### Clock network drawn from the DEF

Scale: 2 px per um.
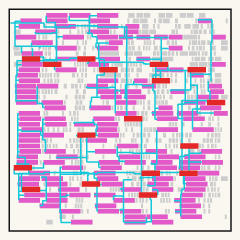
### Metal layers overlaid

Scale: 4 px per um.
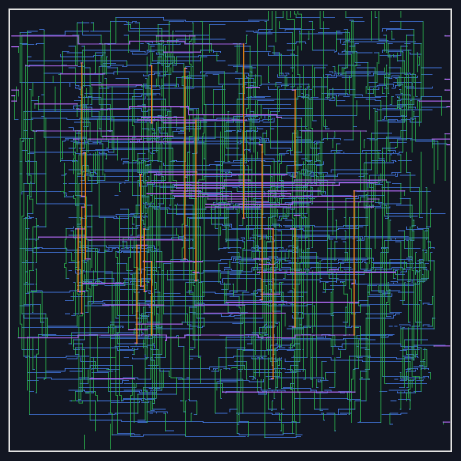
### Clock nets

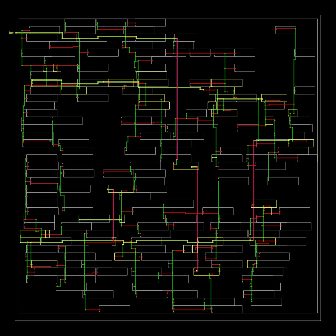
### Supply network

Scale: 3 px per um. Pins as bars on the die edge.
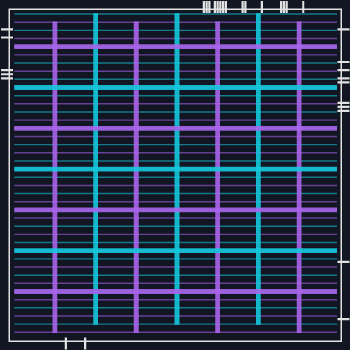
### Logic cells by family

Scale: 2 px per um.
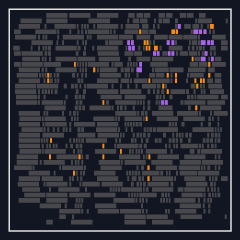
### src/rtl/fifo_sync_param_if.sv
// fifo_sync_param_if: write/read/status bundle for fifo_sync_param.
// master = producer/consumer side, slave = FIFO side.
interface fifo_sync_param_if #(
   parameter int DATA_W = 8,
   parameter int DEPTH  = 16
);
   localparam int ADDR_W = $clog2(DEPTH);

   logic              wr_en;
   logic [DATA_W-1:0] din;
   logic              rd_en;
   logic [DATA_W-1:0] dout;
   logic              rd_valid;
   logic              full;
   logic              empty;
   logic              almost_full;
   logic              almost_empty;
   logic [ADDR_W:0]   count;
   logic              overflow;
   logic              underflow;

   modport master (
      output wr_en, din, rd_en,
      input  dout, rd_valid, full, empty,
      input  almost_full, almost_empty,
      input  count, overflow, underflow
   );

   modport slave (
      input  wr_en, din, rd_en,
      output dout, rd_valid, full, empty,
      output almost_full, almost_empty,
      output count, overflow, underflow
   );
endinterface

### src/rtl/fifo_sync_param.sv
// fifo_sync_param: single-clock circular-buffer FIFO, DEPTH x DATA_W.
// Ports: clk, reset (sync, active-high), bus (fifo_sync_param_if.slave):
//   wr_en/din write, rd_en read -> dout/rd_valid (registered),
//   full/empty/almost_full/almost_empty/count status,
//   overflow/underflow sticky error flags.
// Macro FIFO_SYNC_ERR_FLAGS_EN enables the sticky error flags;
// when undefined they are tied to 0.
module fifo_sync_param #(
   parameter int DATA_W    = 8,
   parameter int DEPTH     = 16,
   parameter int AF_THRESH = DEPTH - 2,
   parameter int AE_THRESH = 2
) (
   input  logic                    clk,
   input  logic                    reset,
   fifo_sync_param_if.slave        bus
);
   localparam int ADDR_W = $clog2(DEPTH);
   localparam int CW     = ADDR_W + 1;
   localparam logic [CW-1:0] DEPTH_C = CW'(DEPTH);
   localparam logic [CW-1:0] AF_C    = CW'(AF_THRESH);
   localparam logic [CW-1:0] AE_C    = CW'(AE_THRESH);

   logic [DATA_W-1:0] mem [DEPTH];
   logic [ADDR_W-1:0] wr_ptr;
   logic [ADDR_W-1:0] rd_ptr;
   logic [CW-1:0]     count_q;
   logic [DATA_W-1:0] dout_q;
   logic              rd_valid_q;

   logic full;
   logic empty;
   logic wr_acc;
   logic rd_acc;

   assign full  = (count_q == DEPTH_C);
   assign empty = (count_q == '0);

   // A write at full is still accepted when a read frees a slot
   // in the same cycle.
   assign rd_acc = bus.rd_en && !empty;
   assign wr_acc = bus.wr_en && (!full || rd_acc);

   // Storage is deliberately not reset.
   always_ff @(posedge clk) begin
      if (!reset && wr_acc) begin
         mem[wr_ptr] <= bus.din;
      end
   end

   always_ff @(posedge clk) begin
      if (reset) begin
         wr_ptr     <= '0;
         rd_ptr     <= '0;
         count_q    <= '0;
         dout_q     <= '0;
         rd_valid_q <= 1'b0;
      end else begin
         rd_valid_q <= rd_acc;
         if (wr_acc) begin
            wr_ptr <= wr_ptr + 1'b1;
         end
         if (rd_acc) begin
            dout_q <= mem[rd_ptr];
            rd_ptr <= rd_ptr + 1'b1;
         end
         unique case ({wr_acc, rd_acc})
            2'b10:   count_q <= count_q + 1'b1;
            2'b01:   count_q <= count_q - 1'b1;
            default: count_q <= count_q;
         endcase
      end
   end

   assign bus.dout         = dout_q;
   assign bus.rd_valid     = rd_valid_q;
   assign bus.count        = count_q;
   assign bus.full         = full;
   assign bus.empty        = empty;
   assign bus.almost_full  = (count_q >= AF_C);
   assign bus.almost_empty = (count_q <= AE_C);

`ifdef FIFO_SYNC_ERR_FLAGS_EN
   logic ovf_q;
   logic udf_q;

   always_ff @(posedge clk) begin
      if (reset) begin
         ovf_q <= 1'b0;
         udf_q <= 1'b0;
      end else begin
         if (bus.wr_en && !wr_acc) begin
            ovf_q <= 1'b1;
         end
         if (bus.rd_en && empty) begin
            udf_q <= 1'b1;
         end
      end
   end

   assign bus.overflow  = ovf_q;
   assign bus.underflow = udf_q;
`else
   assign bus.overflow  = 1'b0;
   assign bus.underflow = 1'b0;
`endif
endmodule

### src/flat_wrapper.sv
// flat-port wrapper written by rule: the top's interface ports become plain ports
module fifo_sync_param_flat 
#(
   parameter int DATA_W    = 8,
   parameter int DEPTH     = 16,
   parameter int AF_THRESH = DEPTH - 2,
   parameter int AE_THRESH = 2
)
  (clk, reset, bus_wr_en, bus_din, bus_rd_en, bus_dout, bus_rd_valid, bus_full, bus_empty, bus_almost_full, bus_almost_empty, bus_count, bus_overflow, bus_underflow);
  fifo_sync_param_if #(.DATA_W(DATA_W), .DEPTH(DEPTH)) bus_i ();
  input  logic clk;
  input  logic reset;
  input wire logic [$bits(bus_i.wr_en)-1:0] bus_wr_en;
  input wire logic [$bits(bus_i.din)-1:0] bus_din;
  input wire logic [$bits(bus_i.rd_en)-1:0] bus_rd_en;
  output wire logic [$bits(bus_i.dout)-1:0] bus_dout;
  output wire logic [$bits(bus_i.rd_valid)-1:0] bus_rd_valid;
  output wire logic [$bits(bus_i.full)-1:0] bus_full;
  output wire logic [$bits(bus_i.empty)-1:0] bus_empty;
  output wire logic [$bits(bus_i.almost_full)-1:0] bus_almost_full;
  output wire logic [$bits(bus_i.almost_empty)-1:0] bus_almost_empty;
  output wire logic [$bits(bus_i.count)-1:0] bus_count;
  output wire logic [$bits(bus_i.overflow)-1:0] bus_overflow;
  output wire logic [$bits(bus_i.underflow)-1:0] bus_underflow;
  assign bus_i.wr_en = bus_wr_en;
  assign bus_i.din = bus_din;
  assign bus_i.rd_en = bus_rd_en;
  assign bus_dout = bus_i.dout;
  assign bus_rd_valid = bus_i.rd_valid;
  assign bus_full = bus_i.full;
  assign bus_empty = bus_i.empty;
  assign bus_almost_full = bus_i.almost_full;
  assign bus_almost_empty = bus_i.almost_empty;
  assign bus_count = bus_i.count;
  assign bus_overflow = bus_i.overflow;
  assign bus_underflow = bus_i.underflow;
  fifo_sync_param #(.DATA_W(DATA_W), .DEPTH(DEPTH), .AF_THRESH(AF_THRESH), .AE_THRESH(AE_THRESH)) u_core (.clk(clk), .reset(reset), .bus(bus_i));
endmodule
### config.mk
export PLATFORM = sky130hd
export DESIGN_NAME = fifo_sync_param_flat
export DESIGN_NICKNAME = d
export VERILOG_FILES = /design/src/rtl/fifo_sync_param_if.sv /design/src/rtl/fifo_sync_param.sv /design/src/flat_wrapper.sv
export SDC_FILE = /design/constraint.sdc
export NUM_CORES = 1
export LEC_CHECK = 0
export ABC_AREA = 1
export CORE_UTILIZATION = 57
export DETAILED_ROUTE_END_ITERATION = 8
export PLACE_DENSITY_LB_ADDON = 0.05
export RECOVER_POWER = 100
export SLEW_MARGIN = 25
export SYNTH_ARGS = -nofsm -noshare
export SYNTH_HDL_FRONTEND = slang
export SYNTH_SLANG_ARGS = --single-unit
### constraint.sdc
create_clock -name clk -period 5.5 [get_ports clk]
set_clock_uncertainty 0.15 [all_clocks]
set_input_delay 1.375 -clock clk [delete_from_list [all_inputs] [get_ports clk]]
set_output_delay 1.375 -clock clk [all_outputs]
set_load 0.03 [all_outputs]
==> impl_metrics.yaml <==
# yosys + openroad results
run_status:
  status: "finished, final reports clean"
logic_synthesis:
  ys_types: 29
  synth.top_cell.area_share_pct: 57.65
  synthArstFlopShare_pct: 0
  synth-edff-count: 128
  ff_type: "edfxtp_1"
  synth.top_cells.by_count: "219 x nand2_1, 128 x edfxtp_1, 99 x nand3_1"
  syn_avg_cell_area_um2: 9.820
  largest_area_cell: "edfxtp_1"
  synth_flops: 150
  synth_cells: 679
  yosys-stat-cells: 679
floorplanning:
  dieHeight_um: 110.2
  io_pins: 32
  die_w_um: 110.2
  fp_util_pct: 58.39
worst_setup_path:
  arrival_ns: 3.95
  cp.depth: 13
  crit_path_max_fanout: 20
  slowest_delay_ns: 0.54
  slowest_stage: "dlygate4sd3_1"
  cpMostUsedCell: "nand2_1"
  cp.required_ns: 5.70
  r2r_cells: 10
  path_buffers: 4
  r2r_slack_ns: 1.78
  r2r_end: "u_core.bus.dout[3]"
  endpoint_kind: "flip-flop"
  start_kind: "input pin"
  path_cells: "dlygate4sd3_1 > nand2_1 > inv_1 > ha_1 > inv_1 > fa_1 > inv_1 > nand2_1 > a21boi_0 > o21bai_1 > nand2_1 > nand2_1 > a21oi_1"
timing:
  fin_crit_sh_pct: 68.32
  rsz0062_at_grt: "no"
  setup_ws_ns: 1.742
  worst_pin_slew_ns: 1.334
  drv_slew: 0
  min_period_ns: 3.758
  max_freq_mhz: 266.1
  slew_headroom_pct: 11.08
clocking:
  clk_pin_slew_worst_paths_ns: 0.06
  cts_tree: "built"
  post_cts_buffers: 0
  clock_path_buffers: 2
  hold_buffers: 0
  cts_htree_levels: 4
  cts_repair_resize_count: 0
hold_path:
  hold_end: "u_core.bus.count[4]"
  min_path_type: "flip-flop to flip-flop"
  min_path_cells: 2
  holdCritStartpoint: "u_core.bus.count[4]"
placed_design:
  place_inst: 822
  pre_cts_ws_ns: 1.544
  portBuffers: 29
  gp_routability_congestion: 0.8709
layout:
  area_delta_synth_final_pct: 12.91
  fin_nets: 720
  num-fill-cells: 913
  antennaDiodeCount: 0
grt:
  grt_pass1_vias: 4425
  antenna_found_initial: 0
  grt_pass1_wl_um: 22630
  grt_start_max_net_pins: 68
  grt_overflow_total: 0
routing:
  drc_errors: 0
  ant_nets: 0
  drt_iter0_drc: 285
  avgViaCountPerCell: 5.328
power:
  peakVddDrop_mv: 0.3329
  p_leak_nw: 3.196
  powerDensity_nw_per_um2: 453.1
flow_run:
  tool_warnings: 29
  maxCapViolCount: 0
Notes on 'Clock network drawn from the DEF' above:
cyan -> clock wires  # length 1,570 um
magenta -> flip-flops  # count 150
red -> clock-net drivers  # count 17
routed clock nets = 18
flops lie = spread over the die

Notes on 'Metal layers overlaid' above:
orange -> M4  # wire length 492 um
blue -> M1  # wire length 5,940 um
purple -> M3  # wire length 1,120 um
green -> M2  # wire length 7,220 um
WL final: 14,770 um
vias: 4,550
Avg WL per Cell: 17.30 um
GRT Total Usage: 26.94%

Notes on 'Clock nets' above:
Inserted Clock Buffers: 17
flop count: 150
Sink Count: 150
final-layout clock buffer total: 20
Clk Latency, worst-skew pair: 0.42 ns

Notes on 'Supply network' above:
purple -> VSS
cyan -> VDD
met1 rails = 40
met5 straps = 7
rows = 39
signal pins = 32
met4 straps = 7

Notes on 'Logic cells by family' above:
orange -> nor cells  # cells 39, most used nor2_1
purple -> aoi and oai cells  # cells 24, most used a21oi_1
final std cells w/o fill: 854
Commonest Layout Cell: nand2_1
Comb/total area: 24.03%

==> sequential cells by signal, indices dropped and copies added (netlist names) <==
register and flops:
u_core.bus.rd_valid 1, u_core.rd_ptr 4, u_core.bus.dout 8, u_core.wr_ptr 4, u_core.mem 128, u_core.bus.count 5
==> report_power, final <==
group	switching (W)	leakage [nW]	internal, W
Clock	0.000438	0.278	0.000713
Sequential	0.0000428	1.33	0.00129
Combinational	0.000635	1.58	0.000291
==> layout by cell type, fill, tap and decap left out, drive strengths merged <==
master,synthesis,routed
nand2,223,223
edfxtp,128,128
nand3,99,99
inv,94,94
nor2,39,39
dlygate4sd3,0,28
dfxtp,22,22
clkbuf,5,21
a21oi,13,13
ha,9,9
o21ai,8,8
clkinv,2,7
clkinvlp,0,4
xor2,3,3
bufinv,0,3
conb,1,2
o31ai,1,1
xnor2,1,1
a21boi,1,1
o21bai,1,1
nand4,1,1
fa,1,1
clkdlybuf4s50,0,1
buf,27,1
==> kinds of logic (layout without fill, tap and decap cells) <==
family                   count (synthesis)  in the layout  synth area share [%]
XOR/XNOR                                 4              4                0.5255
flip-flops                             150            150                 64.25
buffers and inverters                  128            159                 8.519
adder cells (fa/ha/maj)                 10             10                 1.989
AND-OR/OR-AND                           24             24                 1.971
other                                    1              2               0.05624
AND/OR/NAND/NOR                        362            362                 22.69
==> metrics by stage <==
stage	cell area, um^2	utilization [%]	hold WS, ns	total power (W)
after global routing	7528	65.93	0.4074	0.003583
final	7528	65.93	0.3787	0.003411
after CTS	7541	66.04	0.3817	0.003450
after global placement	6952	60.88	0.3582	0.002289
after floorplan	6671	-	0.3206	0.002044
after detailed placement	6952	60.88	0.3734	0.002302
==> layer usage <==
layer  wire, um  global-route usage (%)
met1       5941                   32.13
met3       1118                   8.054
met2       7219                   44.73
met5          0                       0
met4        492                   13.06
==> tightest hold or removal path, stage by stage (launching register included) <==
cell and delay, ns:
dfxtp_1 0.35, nand2_1 0.07, a21oi_1 0.05
==> worst max-delay path by stage <==
stage	end	slack (ns)	startpoint
CTS	u_core.mem[8][6]	1.95	reset
global placement	u_core.mem[8][5]	1.64	reset
global route	u_core.bus.dout[3]	1.43	u_core.rd_ptr[0]
detailed placement	u_core.mem[8][5]	1.54	reset
finish	u_core.bus.count[4]	1.74	bus_rd_en
floorplan	u_core.bus.count[4]	2.41	bus_rd_en
==> final cells by class <==
class	count	area, um^2	share of cell area (%)
Timing Repair Buffer	31	302.8	4.022
Inverter	96	362.8	4.820
Clock inverter	12	152.6	2.028
Multi-Input combinational cell	402	1809	24.03
Tap cell	143	178.9	2.377
Sequential cell	150	4285	56.92
Clock buffer	20	436.7	5.800
Power is estimated from default activity; no workload was simulated.
